==> images/final_congestion.png <==
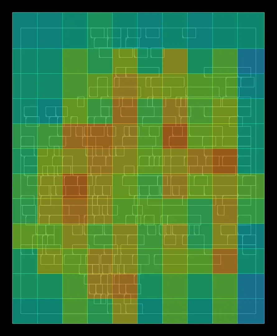
==> images/metal_stack.png <==
Bar = 20 um. Only two layers are drawn.
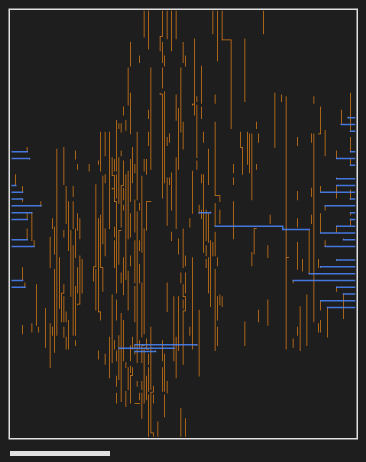
==> images/cell_classes.png <==
Bar = 20 um.
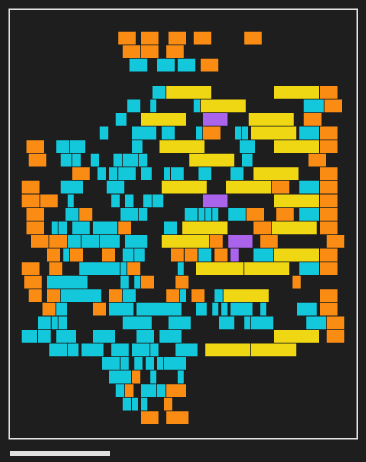
==> images/gate_families.png <==
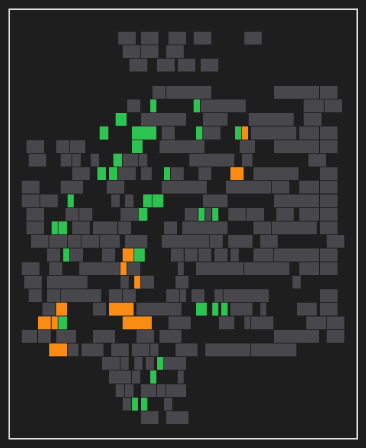
Design lut_rr_arbiter, sky130hd; sources not shown.
==> Changelog: implementation <==
## Implementation

- Yosys adder share: 7.78%
- Mux area share: 14.9%
- Detail Placement HPWL: 2900 um
- Final Hold Slack: 108 ps
- Worst-path fanout max: 3
- Most frequent cells after synthesis: dfrtp_1 (21), nand2_1 (16), ha_1 (10)
- Max-cap viol count: 0
- Fp_density: 31.5%
- Number of flip-flops in the largest register: 8
- Max stage delay on crit path: 550 ps
- Combinational Power Share: 70.6%
- Period minus WS final: 3060 ps
- Core box area: 5120 um2
- CTS tree: done
- WP buf/inv: 3
- Top Metal Used: met3
- Setup Viol. Count Final: 0
- Grt total ovfl: 0
- Met2 Routed Length: 1750 um
- Startpoint Class: flop
- Ys flop type: dfrtp_1
- CTS root buf: clkbuf_8
- M1 GR Usage: 17.2%
- FF/Latch Area: 578 um2
- Setup TNS: 0 ps
- Pins Over Slew Limit: 0
- CLK BUF: 3
- Crit path DRT: 2580 ps
- Number of cells in Yosys stat: 156
- Top logic family: AND-OR/OR-AND gates
- Multi-input gates: 117
- YS chip area: 1610 um2
- Fill cell count: 499
- Post-Synth XOR/XNOR Area: 0%
- Fin worst setup slack: 40.5 ps
- HP Class: input pin to asynchronous set/reset pin
- 1st-iter DRT viols: 44
- Latency at later pin: 260 ps
- CP Capture Type: output pin
- Final hold vios: 0
- Largest net degree at the start of global routing: 24
- Power per cell area: 1020 nW/um2
- Die X: 69.5 um
- Worst R2R Path Depth: 7
- TritonCTS Buffers: 3
- Dpl ws: -139 ps
- Clock power share: 7.5%
- Nonclk buf count: 72
- Wl on met1: 1690 um
- DRC: 0
- Leakage Power: 1.01 nW
- Clock net power: 0.178 mW
- Top pwr grp: combinational logic
- P_int: 1.45 mW
- Clock buf/inv share: 1.98%
- Seq share, synth: 35.9%
- Cell family with most CP delay: flip-flops
- Synth unique cells: 42
- # nets final: 263
- Outcome: completed
- Tot Pwr: 2.39 mW
Notes on final_congestion.png above:
Layout Utilization: 45.7%
Total GRT Usage: 13.1%
grt peak-use layer: met2

Notes on metal_stack.png above:
Orange stands for met2, wire length 1750 um. Blue stands for met3, wire length 185 um.
WL final: 3630 um
vias: 1411
Avg WL per Cell: 12.8 um

Notes on cell_classes.png above:
Yellow stands for flip-flops, cells 23. Cyan stands for all other logic, cells 123. Orange stands for other buffers and delay cells, cells 72. Purple stands for clock drivers and dummy loads, cells 4.
final instance area: 2340 um2
row count: 29

Notes on gate_families.png above:
Green stands for NAND gates, cells 30. Orange stands for NOR gates, cells 11.
Top cell excl fill/tap: clkdlybuf4s50_1
Cell Count, Final, Fillers Out: 284

-- cells in the final DEF, fill, tap and decap left out, types with 3 or more instances in the layout --
| cell | count |
|---|---|
| mux2i_1 | 6 |
| a21boi_0 | 4 |
| dfrtp_1 | 21 |
| nand2_1 | 16 |
| mux4_2 | 3 |
| o211ai_1 | 5 |
| a221o_1 | 4 |
| inv_1 | 3 |
| o21ai_0 | 9 |
| mux2_2 | 9 |
| clkdlybuf4s50_1 | 46 |
| clkbuf_8 | 3 |
| o22a_2 | 3 |
| ha_1 | 9 |
| a21oi_1 | 5 |
| buf_2 | 4 |
| nand3_1 | 8 |
| nor2_1 | 4 |
| nand4_1 | 3 |
| buf_4 | 20 |
Power and IR drop assume default switching activity.
